===== src/rtl/wb_burst_master.sv =====
// rtl/wb_burst_master.sv - Wishbone burst master with retry, error and timeout handling
// One transfer per accepted start: linear incrementing burst, registered bus outputs.
module wb_burst_master #(
   parameter int DW        = 32,
   parameter int AW        = 32,
   parameter int MAX_BURST = 16,
   parameter int TIMEOUT   = 255,
   parameter int RETRY_MAX = 3,
   localparam int LW       = $clog2(MAX_BURST + 1)
) (
   input  logic            wb_clk,
   input  logic            wb_rst,
   output logic [AW-1:0]   wb_adr_o,
   output logic [DW-1:0]   wb_dat_o,
   output logic [DW/8-1:0] wb_sel_o,
   output logic            wb_we_o,
   output logic            wb_cyc_o,
   output logic            wb_stb_o,
   output logic [2:0]      wb_cti_o,
   output logic [1:0]      wb_bte_o,
   input  logic [DW-1:0]   wb_dat_i,
   input  logic            wb_ack_i,
   input  logic            wb_err_i,
   input  logic            wb_rty_i,
   input  logic            start,
   input  logic [AW-1:0]   address,
   input  logic [DW/8-1:0] selection,
   input  logic            write,
   input  logic [LW-1:0]   length,
   input  logic [DW-1:0]   wr_data,
   output logic            wr_next,
   output logic [DW-1:0]   rd_data,
   output logic            rd_valid,
   output logic            active,
   output logic            done,
   output logic [1:0]      status
);

   localparam int RW = $clog2(RETRY_MAX + 2);
   localparam int TW = $clog2(TIMEOUT + 1);

   localparam logic [1:0] ST_OK         = 2'b00;
   localparam logic [1:0] ST_ERR        = 2'b01;
   localparam logic [1:0] ST_RETRY_FAIL = 2'b10;
   localparam logic [1:0] ST_TIMEOUT    = 2'b11;

   localparam logic [2:0] CTI_CLASSIC = 3'b000;
   localparam logic [2:0] CTI_INCR    = 3'b010;
   localparam logic [2:0] CTI_END     = 3'b111;

   typedef enum logic [1:0] {S_IDLE, S_BUS, S_BACKOFF, S_DONE} state_t;

   state_t        state;
   logic [LW-1:0] beats_left;
   logic [LW-1:0] len_eff;
   logic [RW-1:0] retry_cnt;
   logic [TW-1:0] to_cnt;

   always_comb begin
      len_eff = length;
      if (length == '0)
         len_eff = LW'(1);
      else if (length > LW'(MAX_BURST))
         len_eff = LW'(MAX_BURST);
   end

   // Only a clean ack (no err/rty in the same cycle) consumes a write beat.
   assign wr_next  = (state == S_BUS) && wb_ack_i && !wb_err_i && !wb_rty_i && wb_we_o;
   assign wb_dat_o = (wb_stb_o && wb_we_o) ? wr_data : '0;
   assign wb_bte_o = 2'b00;

   always_ff @(posedge wb_clk or negedge wb_rst) begin
      if (!wb_rst) begin
         state      <= S_IDLE;
         wb_adr_o   <= '0;
         wb_sel_o   <= '0;
         wb_we_o    <= 1'b0;
         wb_cyc_o   <= 1'b0;
         wb_stb_o   <= 1'b0;
         wb_cti_o   <= 3'b000;
         beats_left <= '0;
         retry_cnt  <= '0;
         to_cnt     <= '0;
         rd_data    <= '0;
         rd_valid   <= 1'b0;
         active     <= 1'b0;
         done       <= 1'b0;
         status     <= ST_OK;
      end else begin
         done     <= 1'b0;
         rd_valid <= 1'b0;
         case (state)
            S_IDLE: begin
               if (start) begin
                  wb_adr_o   <= address;
                  wb_sel_o   <= selection;
                  wb_we_o    <= write;
                  beats_left <= len_eff;
                  wb_cti_o   <= (len_eff == LW'(1)) ? CTI_CLASSIC : CTI_INCR;
                  wb_cyc_o   <= 1'b1;
                  wb_stb_o   <= 1'b1;
                  active     <= 1'b1;
                  status     <= ST_OK;
                  retry_cnt  <= '0;
                  to_cnt     <= '0;
                  state      <= S_BUS;
               end
            end
            S_BUS: begin
               if (wb_err_i) begin
                  wb_cyc_o <= 1'b0;
                  wb_stb_o <= 1'b0;
                  status   <= ST_ERR;
                  done     <= 1'b1;
                  state    <= S_DONE;
               end else if (wb_rty_i) begin
                  to_cnt   <= '0;
                  wb_cyc_o <= 1'b0;
                  wb_stb_o <= 1'b0;
                  if (retry_cnt == RW'(RETRY_MAX)) begin
                     status <= ST_RETRY_FAIL;
                     done   <= 1'b1;
                     state  <= S_DONE;
                  end else begin
                     retry_cnt <= retry_cnt + RW'(1);
                     state     <= S_BACKOFF;
                  end
               end else if (wb_ack_i) begin
                  to_cnt     <= '0;
                  retry_cnt  <= '0;
                  wb_adr_o   <= wb_adr_o + AW'(DW / 8);
                  beats_left <= beats_left - LW'(1);
                  if (!wb_we_o) begin
                     rd_data  <= wb_dat_i;
                     rd_valid <= 1'b1;
                  end
                  if (beats_left == LW'(1)) begin
                     wb_cyc_o <= 1'b0;
                     wb_stb_o <= 1'b0;
                     done     <= 1'b1;
                     state    <= S_DONE;
                  end else if (beats_left == LW'(2)) begin
                     wb_cti_o <= CTI_END;
                  end
               end else if (to_cnt == TW'(TIMEOUT - 1)) begin
                  wb_cyc_o <= 1'b0;
                  wb_stb_o <= 1'b0;
                  status   <= ST_TIMEOUT;
                  done     <= 1'b1;
                  state    <= S_DONE;
               end else begin
                  to_cnt <= to_cnt + TW'(1);
               end
            end
            S_BACKOFF: begin
               wb_cyc_o <= 1'b1;
               wb_stb_o <= 1'b1;
               state    <= S_BUS;
            end
            S_DONE: begin
               active <= 1'b0;
               state  <= S_IDLE;
            end
            default: state <= S_IDLE;
         endcase
      end
   end

endmodule


===== config.mk =====
export PLATFORM = sky130hd
export DESIGN_NAME = wb_burst_master
export DESIGN_NICKNAME = d
export VERILOG_FILES = /design/src/rtl/wb_burst_master.sv
export SDC_FILE = /design/constraint.sdc
export NUM_CORES = 1
export LEC_CHECK = 0
export CAP_MARGIN = 0
export CORE_ASPECT_RATIO = 1.5
export CORE_MARGIN = 4
export CORE_UTILIZATION = 46
export CTS_BUF_LIST = sky130_fd_sc_hd__clkbuf_16
export DETAILED_ROUTE_END_ITERATION = 7
export PLACE_DENSITY = 0.85
export REMOVE_ABC_BUFFERS = 1
export SYNTH_ARGS = -nofsm -noshare
export SYNTH_HDL_FRONTEND = slang
export SYNTH_SLANG_ARGS = --single-unit

===== constraint.sdc =====
create_clock -name wb_clk -period 4 [get_ports wb_clk]
set_input_delay 0.6 -clock wb_clk [delete_from_list [all_inputs] [get_ports wb_clk]]
set_output_delay 0.6 -clock wb_clk [all_outputs]
set_load 0.01 [all_outputs]

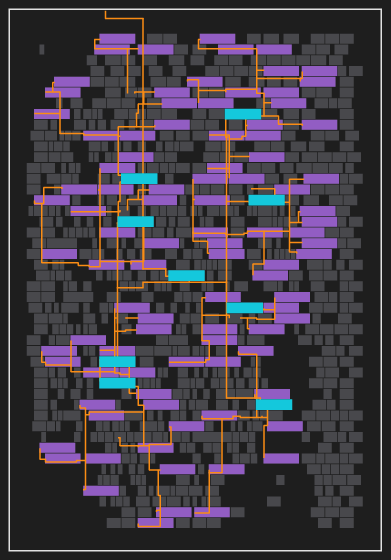
Figure 1: run 1, clock network drawn from the DEF.
- flip-flops: purple (count 95)
- clock wires: orange (length 1070 um)
- clock drivers: cyan (count 9)
- routed clock nets: 10

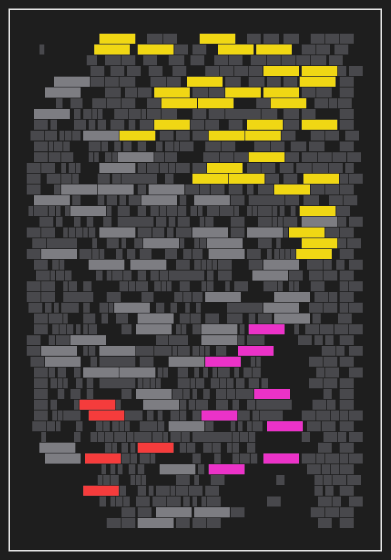
Figure 2: run 1, register map, names as in the netlist.
- rd_data: yellow (flops 32)
- to_cnt: magenta (flops 8)
- beats_left: red (flops 5; where south-west)
fin util: 71.6%
seq pwr: 1.87 mW

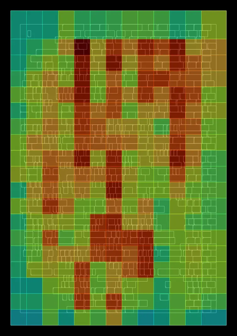
Figure 3: run 1, track usage over the die.
GRT Util Overall: 26.2%
wire length per cell: 19.0 um
grt met2 use: 47.2%

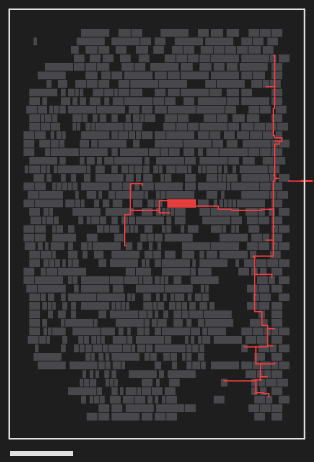
Figure 4: run 1, wires at chosen ports, followed through buffers.
The bar under the picture is 20 um long.
- wb_we_o: red (direction output; edge east; end cells 1; buffers 1; wire 266 um)

==> reports/metrics.yaml, run 1 <==
cp.depth: 5
mostFrequentLayoutCell: "clkdlybuf4s50_1"
met2_length_mm: 8.79
cp-endpoint: "wr_next"
grt_pass1_wl_mm: 26.2
synth.area.top_cells: "dfrtp_1, nand2_1, mux2_2"
wl_met1_mm: 5.88
hp-class: "primary input to asynchronous set/reset pin"
fin_nets: 858
p_per_area_nw_per_um2: 704
ant_nets: 0
status: "complete, no violations"
ir_drop_mv: 0.433
die_w_um: 93.6
timing.fmax_mhz: 316
ff_type: "dfrtp_1"
worstSkewPairLatency_ns: 0.34
finalHoldViolCount: 0
cpLargestDelayFamily: "buffers and inverters"
ioPinCount: 226
drc: 0
yosys_area_sq_um: 5060
r2r-end: "to_cnt[7]"
io_buffer_count: 223
crit_path_frequent_cell: "clkdlybuf4s50_1"
layout.cells.non_filler: 888
place_ws_ns: 0.854
crit_path_start: "wb_rty_i"
dp.cells: 871
slew_violations: 0
wl_mm: 16.8
crit_slowest_cell: "clkdlybuf4s50_1"
met3WireLength_mm: 1.40
tns_ns: 0
grt.overflow.total: 0
fp-row-count: 46
cts_setup_buffers: 0
finalWeightedCongestion: 0.902
drtIter0Drc: 230
fp_util_pct: 47.5
first_global_vias: 5111
worst_r2r_startpoint: "state[0]"
numSynthFlops: 95
hpwl_mm: 13.1
cts_tree: "yes"
ys_cells: 536
warning_count: 28
clock-sinks: 95
synthTopCellsByCount: "dfrtp_1, nand2_1, a21oi_1, and3_1, nor2_1"
syn_area_sq_um: 5060
clockBufferDepth: 2
die_h_um: 136
fin_ws_ns: 0.836
drive_above_1_share_pct: 7.40
worstPathRequired_ns: 3.40
yosysTopAreaCell: "dfrtp_1"
dpl_cell_area_sq_um: 7330
finalCritPeriodShare_pct: 79.1
route.top_layer_used: "met4"
drt-pass1-iter-count: 5
ctsRootBufferMaster: "clkbuf_16"
syn_area_per_cell_sq_um: 9.44
synth_top_area_share_pct: 47.0
synth_top_cell_by_count: "dfrtp_1"
async_flop_share_pct: 100
crit_path_end_kind: "output port"
postCtsResizedCells: 0
-- run 1: through the flow --
| step | hold WS (ns) | power [mW] |
|---|---|---|
| finish | 0.373 | 5.37 |
| global route | 0.472 | 5.73 |
| CTS | 0.443 | 5.40 |
| detailed placement | 0.474 | 4.56 |
| global placement | 0.459 | 4.43 |
| floorplan | 0.304 | 3.06 |
-- run 1: where the power goes --
part	internal, mW	total [mW]	switching, mW
combinational	1.41	2.67	1.26
clock	0.436	0.827	0.391
sequential	1.39	1.87	0.484
total	3.24	5.37	2.14
-- run 1: final cells by class --
cell class / count / area (sq um)
repair buffers: 229 / 2270
diodes: 1 / 2.50
flip-flops and latches: 95 / 2380
clock buffers: 9 / 225
well taps: 144 / 180
clock inverters: 7 / 67.6
fillers: 759 / 3020
inverters: 10 / 37.5
multi-input cells: 393 / 2460
-- run 1: registers in the layout, indices dropped and copies added, names as in the netlist --
register / count
active: 1
beats_left: 5
done: 1
rd_data: 32
rd_valid: 1
retry_cnt: 3
state: 2
status: 2
to_cnt: 8
wb_adr_o: 32
wb_cti_o: 2
wb_sel_o: 4
wb_stb_o: 1
wb_we_o: 1
-- run 1: logic make-up (layout without fill, tap and decap cells) --
group	after synthesis	in the layout	synth area share, %
multiplexers	34	34	7.52
adder cells (fa/ha/maj)	8	8	1.98
AND-OR/OR-AND	133	133	16.3
buffers and inverters	49	255	4.65
flip-flops	95	95	47.0
XOR/XNOR	1	1	0.173
AND/OR/NAND/NOR	215	215	22.4
other	1	3	0.0741
-- run 1: routing by layer --
metal / vias up / GRT usage, %
li1: 2346 / -
met5: - / 0
met4: 0 / 12.5
met3: 46 / 6.37
met1: 2435 / 28.5
met2: 243 / 47.2
==> run 1 -> run 2 <==
CORE_UTILIZATION = 38   (was 46)
PLACE_DENSITY = 0.75   (was 0.85)
clock period = 2.8 ns   (was 4 ns; I/O delays follow)
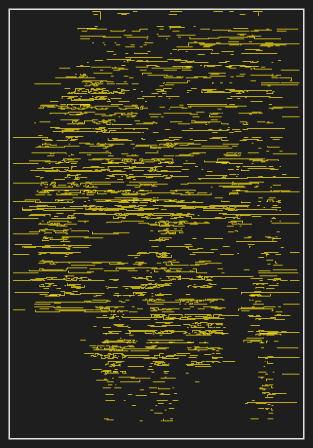
Figure 5: run 2, M1 wires.
- nets with wire on the layer: 746
- wire length on this layer: 5770 um
- share of all routed wire: 34%

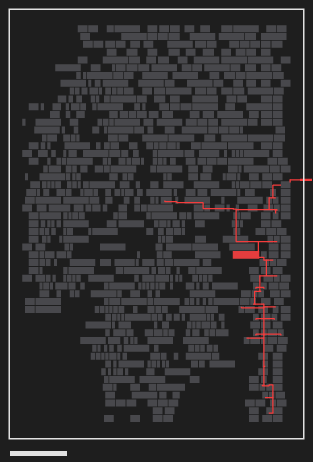
Figure 6: run 2, wires at chosen ports, followed through buffers.
The bar under the picture is 20 um long.
- wb_we_o: red (direction output; edge east; end cells 1; buffers 1; wire 211 um)
IO buf count: 223
# IOs: 226

==> run 2 against run 1 <==
Sequential share of layout area is 0.56 points lower. Final cell count is 2.7% higher. Largest power group unchanged. Design area is 1.8% higher. Critical endpoint is now wb_dat_o[7]. First-iteration DRC count is 7.8% higher.
==> reports/metrics.yaml, run 2 <==
clkPwrFrac_pct: 16.1
power_mw: 7.79
simple_gate_area_share_pct: 22.4
ys_top_logic_family: "simple AND/OR/NAND/NOR gates"
met2_length_mm: 9.08
slew_violations: 0
clock-sinks: 95
fin_util_pct: 59.7
fp-row-count: 51
hold_ws_ns: 0.0529
worstSkewPairLatency_ns: 0.35
worst_r2r_startpoint: "wb_adr_o[2]"
ir_drop_mv: 0.430
power_clock_mw: 1.25
seq_power_mw: 2.65
route.top_layer_used: "met4"
fp_util_pct: 38.9
synthTopCellsByCount: "dfrtp_1, nand2_1, a21oi_1, and3_1, nor2_1"
hpwl_mm: 13.1
ys_sh_aoi_pct: 16.3
worstPathRequired_ns: 2.38
mostFrequentLayoutCell: "clkdlybuf4s50_1"
grt_busiest_layer: "met2"
grt_pass1_wl_mm: 26.0
largestRegisters: "rd_data (32), wb_adr_o (32), to_cnt (8)"
finalHoldViolCount: 0
drive_above_1_share_pct: 8.63
finalWeightedCongestion: 0.860
ant_nets: 0
synth_top_cell_by_count: "dfrtp_1"
hp-class: "primary input to asynchronous set/reset pin"
p_per_area_nw_per_um2: 1000
power.net_switching_mw: 3.09
fin_ws_ns: 0.232
p_comb_share_pct: 49.9
yosys_area_sq_um: 5060
crit_path_end_kind: "output port"
maxPowerGroup: "combinational cells"
drt-pass1-iter-count: 5
die_w_um: 102
tns_ns: 0
clockBufferDepth: 2
place_ws_ns: 0.324
p_comb_mw: 3.89
wire_per_inst_um: 18.5
fin_nets: 868
use_met3_pct: 6.27
use_met2_pct: 40.1
ctsRootBufferMaster: "clkbuf_16"
warning_count: 28
yosysTopAreaCell: "dfrtp_1"
wl_mm: 16.9
grtUsageTotal_pct: 21.6
layout.cells.non_filler: 912
drtIter0Drc: 248
wl_met1_mm: 5.77
finalCritPeriodShare_pct: 91.7
syn_area_per_cell_sq_um: 9.44
cpLargestDelayFamily: "flip-flops"
status: "complete, no violations"
p_int_mw: 4.70
met3WireLength_mm: 1.54
cts_setup_buffers: 0
synth-xor-area-share_pct: 0.173
ys_cells: 536
worstSetupPathType: "flop to output port"
p_sw_share_pct: 39.6
grt.overflow.total: 0
n_antenna_cell: 0
numSynthFlops: 95
async_flop_share_pct: 100
timing.fmax_mhz: 389
p_seq_share_pct: 34.0
-- run 2: cell count changes in the layout (fill, tap and decap cells not counted) --
cell / previous run / this run
inv_8: 1 / 4
buf_12: 0 / 3
diode_2: 1 / 0
clkinv_4: 3 / 1
buf_4: 7 / 14
clkinv_2: 1 / 0
-- run 2: final cells by class --
| cell class | instances | area, sq um | area share, % |
|---|---|---|---|
| clock buffers | 9 | 225 | 2.90 |
| clock inverters | 7 | 78.8 | 1.01 |
| inverters | 10 | 37.5 | 0.483 |
| multi-input cells | 393 | 2460 | 31.7 |
| flip-flops and latches | 95 | 2380 | 30.6 |
| well taps | 159 | 199 | 2.56 |
| repair buffers | 239 | 2390 | 30.7 |
-- run 2: worst paths after layout --
path                                end  slack [ns]  cells after the start
min reg2reg                 wb_sel_o[1]        0.49                      2
max in group asynchronous  retry_cnt[0]        2.02                      2
max                         wb_dat_o[7]        0.23                      2
min                         rd_data[11]        0.05                      1
min in group wb_clk         wb_sel_o[1]        0.49                      2
max reg2reg                wb_adr_o[18]        0.68                      6
-- run 2: cells by family (layout without fill, tap and decap cells) --
| kind of cell | Yosys count | after routing |
|---|---|---|
| other cells | 1 | 2 |
| buf+inv | 49 | 265 |
| flops | 95 | 95 |
| fa+ha+maj | 8 | 8 |
| simple gates | 215 | 215 |
| mux | 34 | 34 |
| xor+xnor | 1 | 1 |
| compound gates | 133 | 133 |
-- run 2: worst reg2reg max path, stage by stage, from the launching register on --
cell and delay (ns):
dfrtp_1 0.43, ha_1 0.21, nand3_1 0.18, nor4_4 0.54, nand3_1 0.18, or4_1 0.42
nand4_1 0.10
No activity file was given, so power comes from the tool's default toggle rates.
